==> src/rtl/mem_access_unit_if.sv <==
// Data-memory port bundle for mem_access_unit.
// master: the sequencer issuing requests; slave: the data memory answering them.
// Also provides the memory-operation codes shared by the sequencer and its users.

`ifndef MEM_OP_BITS
`define MEM_OP_BITS 2
`endif
`ifndef MEM_OP_NOP
`define MEM_OP_NOP 2'b00
`endif
`ifndef MEM_OP_READ
`define MEM_OP_READ 2'b01
`endif
`ifndef MEM_OP_WRITE
`define MEM_OP_WRITE 2'b10
`endif

interface mem_access_unit_if #(
  parameter int ADDR_WIDTH = 16,
  parameter int DATA_WIDTH = 32
);
  logic                  mem_req;
  logic                  mem_we;
  logic [ADDR_WIDTH-1:0] mem_addr;
  logic [DATA_WIDTH-1:0] mem_wdata;
  logic                  mem_ack;
  logic [DATA_WIDTH-1:0] mem_rdata;

  modport master (
    output mem_req, mem_we, mem_addr, mem_wdata,
    input  mem_ack, mem_rdata
  );

  modport slave (
    input  mem_req, mem_we, mem_addr, mem_wdata,
    output mem_ack, mem_rdata
  );
endinterface

==> src/rtl/mem_access_unit.sv <==
// Memory-stage sequencer: turns each accepted READ/WRITE into one req/ack
// transaction on the data-memory port, stalls upstream while it is in flight,
// and pulses wb_en for one cycle when a load completes.
// Optional macro MEM_TIMEOUT_EN: abort a request after TIMEOUT_CYCLES cycles
// without ack and pulse bus_error instead of writing back.
//
// state  | meaning
// S_IDLE | waiting for an accepted READ/WRITE; registers address/data/dest
// S_REQ  | mem_req high, address/data held until ack (or timeout)
// S_DONE | one-cycle completion: wb_en for loads, bus_error after a timeout

module mem_access_unit #(
  parameter int DATA_WIDTH     = 32,
  parameter int ADDR_WIDTH     = 16,
  parameter int REG_ADDR_BITS  = 5,
  parameter int TIMEOUT_CYCLES = 255
) (
  input  logic                     clk,
  input  logic                     reset,
  input  logic                     op_valid,
  input  logic [`MEM_OP_BITS-1:0]  mem_op,
  input  logic                     address_src,
  input  logic [ADDR_WIDTH-1:0]    alu_address,
  input  logic [ADDR_WIDTH-1:0]    imm_address,
  input  logic [DATA_WIDTH-1:0]    write_data,
  input  logic [REG_ADDR_BITS-1:0] dst_reg,
  mem_access_unit_if.master        mem,
  output logic                     stall,
  output logic                     wb_en,
  output logic [REG_ADDR_BITS-1:0] wb_reg,
  output logic [DATA_WIDTH-1:0]    rdata_out,
  output logic                     bus_error
);

  typedef enum logic [1:0] {S_IDLE, S_REQ, S_DONE} state_t;

  state_t                   state;
  state_t                   state_nxt;
  logic                     accept;
  logic [ADDR_WIDTH-1:0]    addr_q;
  logic                     we_q;
  logic [DATA_WIDTH-1:0]    wdata_q;
  logic [REG_ADDR_BITS-1:0] dst_q;
  logic [DATA_WIDTH-1:0]    rdata_q;
  logic                     req_int;
  logic                     timeout_hit;
  logic                     timed_out;

  assign accept = op_valid && (mem_op == `MEM_OP_READ || mem_op == `MEM_OP_WRITE);

`ifdef MEM_TIMEOUT_EN
  localparam int CNT_W = $clog2(TIMEOUT_CYCLES + 1);

  logic [CNT_W-1:0] cnt;
  logic             timed_out_q;

  // Count REQ cycles without ack; idle at zero so every REQ entry starts clean.
  always_ff @(posedge clk or negedge reset) begin
    if (!reset) begin
      cnt <= '0;
    end else if (state != S_REQ) begin
      cnt <= '0;
    end else if (!mem.mem_ack) begin
      cnt <= cnt + 1'b1;
    end
  end

  // An ack on the terminal cycle takes priority over the abort.
  assign timeout_hit = (state == S_REQ) && !mem.mem_ack &&
                       (cnt == CNT_W'(TIMEOUT_CYCLES - 1));

  // Remember why REQ ended so DONE knows whether to report an error.
  always_ff @(posedge clk or negedge reset) begin
    if (!reset) begin
      timed_out_q <= 1'b0;
    end else if (state == S_REQ) begin
      timed_out_q <= timeout_hit;
    end else if (state == S_IDLE) begin
      timed_out_q <= 1'b0;
    end
  end

  assign timed_out = timed_out_q;
`else
  assign timeout_hit = 1'b0;
  assign timed_out   = 1'b0;
`endif

  // State register.
  always_ff @(posedge clk or negedge reset) begin
    if (!reset) begin
      state <= S_IDLE;
    end else begin
      state <= state_nxt;
    end
  end

  // Next-state logic; DONE always returns to IDLE without sampling op_valid.
  always_comb begin
    state_nxt = state;
    case (state)
      S_IDLE:  if (accept) state_nxt = S_REQ;
      S_REQ:   if (mem.mem_ack || timeout_hit) state_nxt = S_DONE;
      S_DONE:  state_nxt = S_IDLE;
      default: state_nxt = S_IDLE;
    endcase
  end

  // Outputs; stall is gated by reset so it stays low while reset is held.
  always_comb begin
    req_int   = (state == S_REQ);
    stall     = reset && (((state == S_IDLE) && accept) || (state == S_REQ));
    wb_en     = (state == S_DONE) && !we_q && !timed_out;
    bus_error = (state == S_DONE) && timed_out;
  end

  // Capture the request on accept and the load data on ack.
  always_ff @(posedge clk or negedge reset) begin
    if (!reset) begin
      addr_q  <= '0;
      we_q    <= 1'b0;
      wdata_q <= '0;
      dst_q   <= '0;
      rdata_q <= '0;
    end else begin
      if (state == S_IDLE && accept) begin
        addr_q  <= address_src ? imm_address : alu_address;
        we_q    <= (mem_op == `MEM_OP_WRITE);
        wdata_q <= write_data;
        dst_q   <= dst_reg;
      end
      if (state == S_REQ && mem.mem_ack && !we_q) begin
        rdata_q <= mem.mem_rdata;
      end
    end
  end

  assign mem.mem_req   = req_int;
  assign mem.mem_we    = we_q;
  assign mem.mem_addr  = addr_q;
  assign mem.mem_wdata = wdata_q;
  assign wb_reg        = dst_q;
  assign rdata_out     = rdata_q;

endmodule

==> src/flat_wrapper.sv <==
// flat-port wrapper written by rule: the top's interface ports become plain ports
module mem_access_unit_flat 
#(
  parameter int DATA_WIDTH     = 32,
  parameter int ADDR_WIDTH     = 16,
  parameter int REG_ADDR_BITS  = 5,
  parameter int TIMEOUT_CYCLES = 255
)
  (clk, reset, op_valid, mem_op, address_src, alu_address, imm_address, write_data, dst_reg, stall, wb_en, wb_reg, rdata_out, bus_error, mem_mem_req, mem_mem_we, mem_mem_addr, mem_mem_wdata, mem_mem_ack, mem_mem_rdata);
  mem_access_unit_if #(.ADDR_WIDTH(ADDR_WIDTH), .DATA_WIDTH(DATA_WIDTH)) mem_i ();
  input  logic clk;
  input  logic reset;
  input  logic op_valid;
  input  logic [`MEM_OP_BITS-1:0] mem_op;
  input  logic address_src;
  input  logic [ADDR_WIDTH-1:0] alu_address;
  input  logic [ADDR_WIDTH-1:0] imm_address;
  input  logic [DATA_WIDTH-1:0] write_data;
  input  logic [REG_ADDR_BITS-1:0] dst_reg;
  output logic stall;
  output logic wb_en;
  output logic [REG_ADDR_BITS-1:0] wb_reg;
  output logic [DATA_WIDTH-1:0] rdata_out;
  output logic bus_error;
  output wire logic [$bits(mem_i.mem_req)-1:0] mem_mem_req;
  output wire logic [$bits(mem_i.mem_we)-1:0] mem_mem_we;
  output wire logic [$bits(mem_i.mem_addr)-1:0] mem_mem_addr;
  output wire logic [$bits(mem_i.mem_wdata)-1:0] mem_mem_wdata;
  input wire logic [$bits(mem_i.mem_ack)-1:0] mem_mem_ack;
  input wire logic [$bits(mem_i.mem_rdata)-1:0] mem_mem_rdata;
  assign mem_mem_req = mem_i.mem_req;
  assign mem_mem_we = mem_i.mem_we;
  assign mem_mem_addr = mem_i.mem_addr;
  assign mem_mem_wdata = mem_i.mem_wdata;
  assign mem_i.mem_ack = mem_mem_ack;
  assign mem_i.mem_rdata = mem_mem_rdata;
  mem_access_unit #(.DATA_WIDTH(DATA_WIDTH), .ADDR_WIDTH(ADDR_WIDTH), .REG_ADDR_BITS(REG_ADDR_BITS), .TIMEOUT_CYCLES(TIMEOUT_CYCLES)) u_core (.clk(clk), .reset(reset), .op_valid(op_valid), .mem_op(mem_op), .address_src(address_src), .alu_address(alu_address), .imm_address(imm_address), .write_data(write_data), .dst_reg(dst_reg), .mem(mem_i), .stall(stall), .wb_en(wb_en), .wb_reg(wb_reg), .rdata_out(rdata_out), .bus_error(bus_error));
endmodule
==> config.mk <==
export PLATFORM = sky130hd
export DESIGN_NAME = mem_access_unit_flat
export DESIGN_NICKNAME = d
export VERILOG_FILES = /design/src/rtl/mem_access_unit_if.sv /design/src/rtl/mem_access_unit.sv /design/src/flat_wrapper.sv
export SDC_FILE = /design/constraint.sdc
export NUM_CORES = 1
export LEC_CHECK = 0
export ABC_AREA = 0
export CORE_ASPECT_RATIO = 1.75
export CORE_MARGIN = 4
export CORE_UTILIZATION = 30
export DETAILED_ROUTE_END_ITERATION = 10
export PLACE_DENSITY_LB_ADDON = 0.25
export SETUP_SLACK_MARGIN = 0.3
export SYNTH_ARGS = -nofsm -noshare
export SYNTH_HDL_FRONTEND = slang
export SYNTH_SLANG_ARGS = --single-unit
==> constraint.sdc <==
create_clock -name clk -period 3.2 [get_ports clk]
set_input_delay 0.96 -clock clk [delete_from_list [all_inputs] [get_ports clk]]
set_output_delay 0.96 -clock clk [all_outputs]
set_load 0.01 [all_outputs]
==> job_summary.md <==
## PnR job results

| Metric | Value |
|---|---|
| Number of diodes added for antenna fixing | 0 |
| First element of the critical path | mem_op[0] |
| Final clock skew | 0.004621 ns |
| Met3 wirelength from detailed routing | 711 um |
| Fraction of area in multi-input gates | 0.2129 |
| Synthesized area per cell | 16.68 um^2 |
| Non-clk buf share | 0.3356 |
| Number of standard cells reported by yosys | 214 |
| Layout-stage area growth over the synthesis result | 65.97% |
| I/O pin count | 198 |
| Number of nets in the synthesized netlist | 323 |
| Status | finished, final reports clean |
| CP delay by family, top | simple AND/OR/NAND/NOR gates |
| Full die area | 13,780 um^2 |
| Cell type with the largest total area after synthesis | dfrtp_1 |
| Worst slack on hold paths | 0.4835 ns |
| Buffers outside the clock class | 202 |
| Flop and latch count out of synthesis | 88 |
| Most repeated cell in the gate-level netlist after synthesis | dfrtp_1 |
| Core utilization before placement | 0.3082 |
| Number of levels in the clock H-tree | 3 |
| Number of input and output port buffers inserted | 196 |
| Remaining Overflow, GRT | 0 |
| Total count of hold-check failures in the final report | 0 |
| Total length of routed met2 wires | 5.573 mm |
| Total number of vias | 2,510 |
| Yosys warnings | 0 |
| Die boundary width | 90.46 um |
| Startpoint types | primary input |
| Root Buffer | clkbuf_16 |
| Asr flop ratio synth | 1.000 |
| Slew at the pin closest to its max-slew limit | 0.7209 ns |
| Highest ir drop seen on vdd | 0.3925 mV |
| Top post-synthesis cells by area | dfrtp_1 62%, mux2_2 20%, mux2_1 13% |
| Clock tree cell share of total cell area | 0.04963 |
| Number of logic inverters in the finished layout | 2 |
| Summed instance area of the synthesized netlist | 3570 um^2 |
| Setup slack of the critical path after layout | 0.3784 ns |
| Maximum number of pins on one net before global-route repair | 56 |
| Kind of path behind the tightest hold check | reg2reg |
| Number of combinational gates with multiple inputs | 111 |
| Vias per cell | 4.531 |
| Start of the worst register-to-register path | u_core.state[1] |
| Inserted Clock Buffers | 9 |
| Total cell area reported by yosys after synthesis | 3570 um^2 |
| Number of max-slew violations in the final report | 0 |
| Number of cells after detailed placement | 537 |
| GR Util All Layers | 0.1458 |
| Area fraction in and, or, nand and nor cells after synthesis | 0.01507 |
| Cell Area, Placed | 5639 um^2 |
| Endpoint of the lowest-slack register-to-register path | u_core.mem.mem_wdata[31] |
| Final HPWL from detailed placement | 7.525 mm |
| Nets | 523 |
| Number of filler instances in the final layout | 1,037 |
| Area of all sequential standard cells | 2202 um^2 |
| Cell count after synthesis | 214 |
| Slowest library cell on the worst path | nor4b_4 |
| Relative contribution of combinational cells to total power | 0.405 |
| Final Wtd Congestion | 0.6675 |
| Worst path required time | 2.24 ns |
| Share of synthesized area occupied by flip-flops and latches | 0.6169 |
| TritonCTS clock tree | done |
| Count of placed standard cells in the final layout, fillers left out | 554 |
| Mux share of post-synthesis cell area | 0.3218 |
## power groups by stage
stage	registers (mW)	logic, mW	clock network, mW
after global routing	1.87	2.04	1.11
after detailed placement	1.83	1.96	0
after CTS	1.82	1.96	1.05
final	1.81	1.92	1.01
after floorplan	2.04	0.491	0
after global placement	1.81	1.94	0
## cells in the final DEF, fill, tap and decap left out, types with 2 or more instances in the layout
master,instances
clkdlybuf4s50_1,191
mux2_1,40
dfrtp_1,88
mux2_2,62
clkbuf_8,2
clkbuf_16,9
clkinvlp_4,2
clkinv_4,3
clkbuf_2,2
buf_4,7
## repair_timing
action	4_1_cts	5_1_grt
resized	9	2
buffers inserted	1	0
pin swaps	2	2
endpoints found under the setup margin	1	1
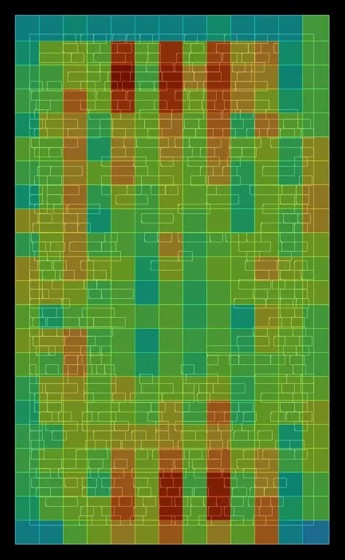
*Track usage over the die*
average wire per cell in the routed design: 17.51 um
met2 GRT Util: 0.2673
Finished Core Util: 0.5116

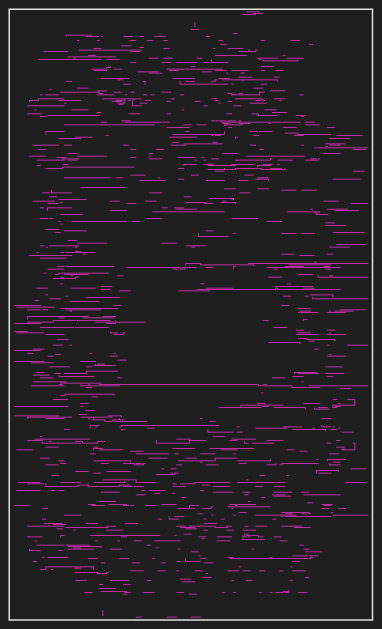
*M1 wires*
(4 px per um)
share of all routed wire: 32%
wire length on this layer: 3,100 um
nets with wire on the layer: 458

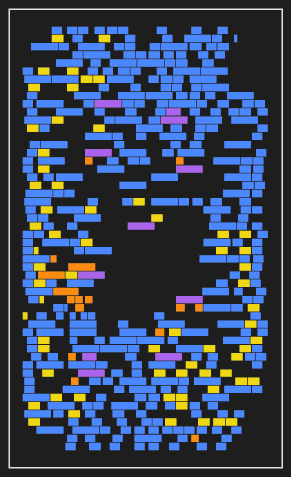
*Sizing map*
(3 px per um)
legend:
  x6 and larger:
    colour: purple
    cells: 11
    most_used: clkbuf_16
  x2:
    colour: yellow
    cells: 65
    most_used: mux2_2
  x3 and x4:
    colour: orange
    cells: 16
    most_used: buf_4
  x1 and smaller:
    colour: blue
    cells: 327
    most_used: clkdlybuf4s50_1

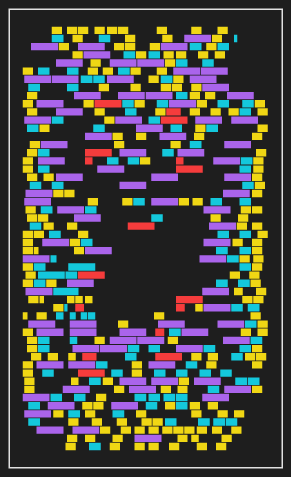
*Placement by cell class*
(3 px per um)
legend:
  clock drivers and dummy loads:
    colour: red
    cells: 16
    share_of_their_area: 5.1%
  sequential cells:
    colour: purple
    cells: 88
    share_of_their_area: 38%
  remaining buffers and delay cells:
    colour: yellow
    cells: 202
    share_of_their_area: 35%
  remaining logic cells:
    colour: cyan
    cells: 113
    share_of_their_area: 22%
total number of placement rows: 52
Final Cell Area: 5924 um^2
Core Region: 11,580 um^2
sequential fraction of total cell area: 0.3717

Power and IR drop assume default switching activity.
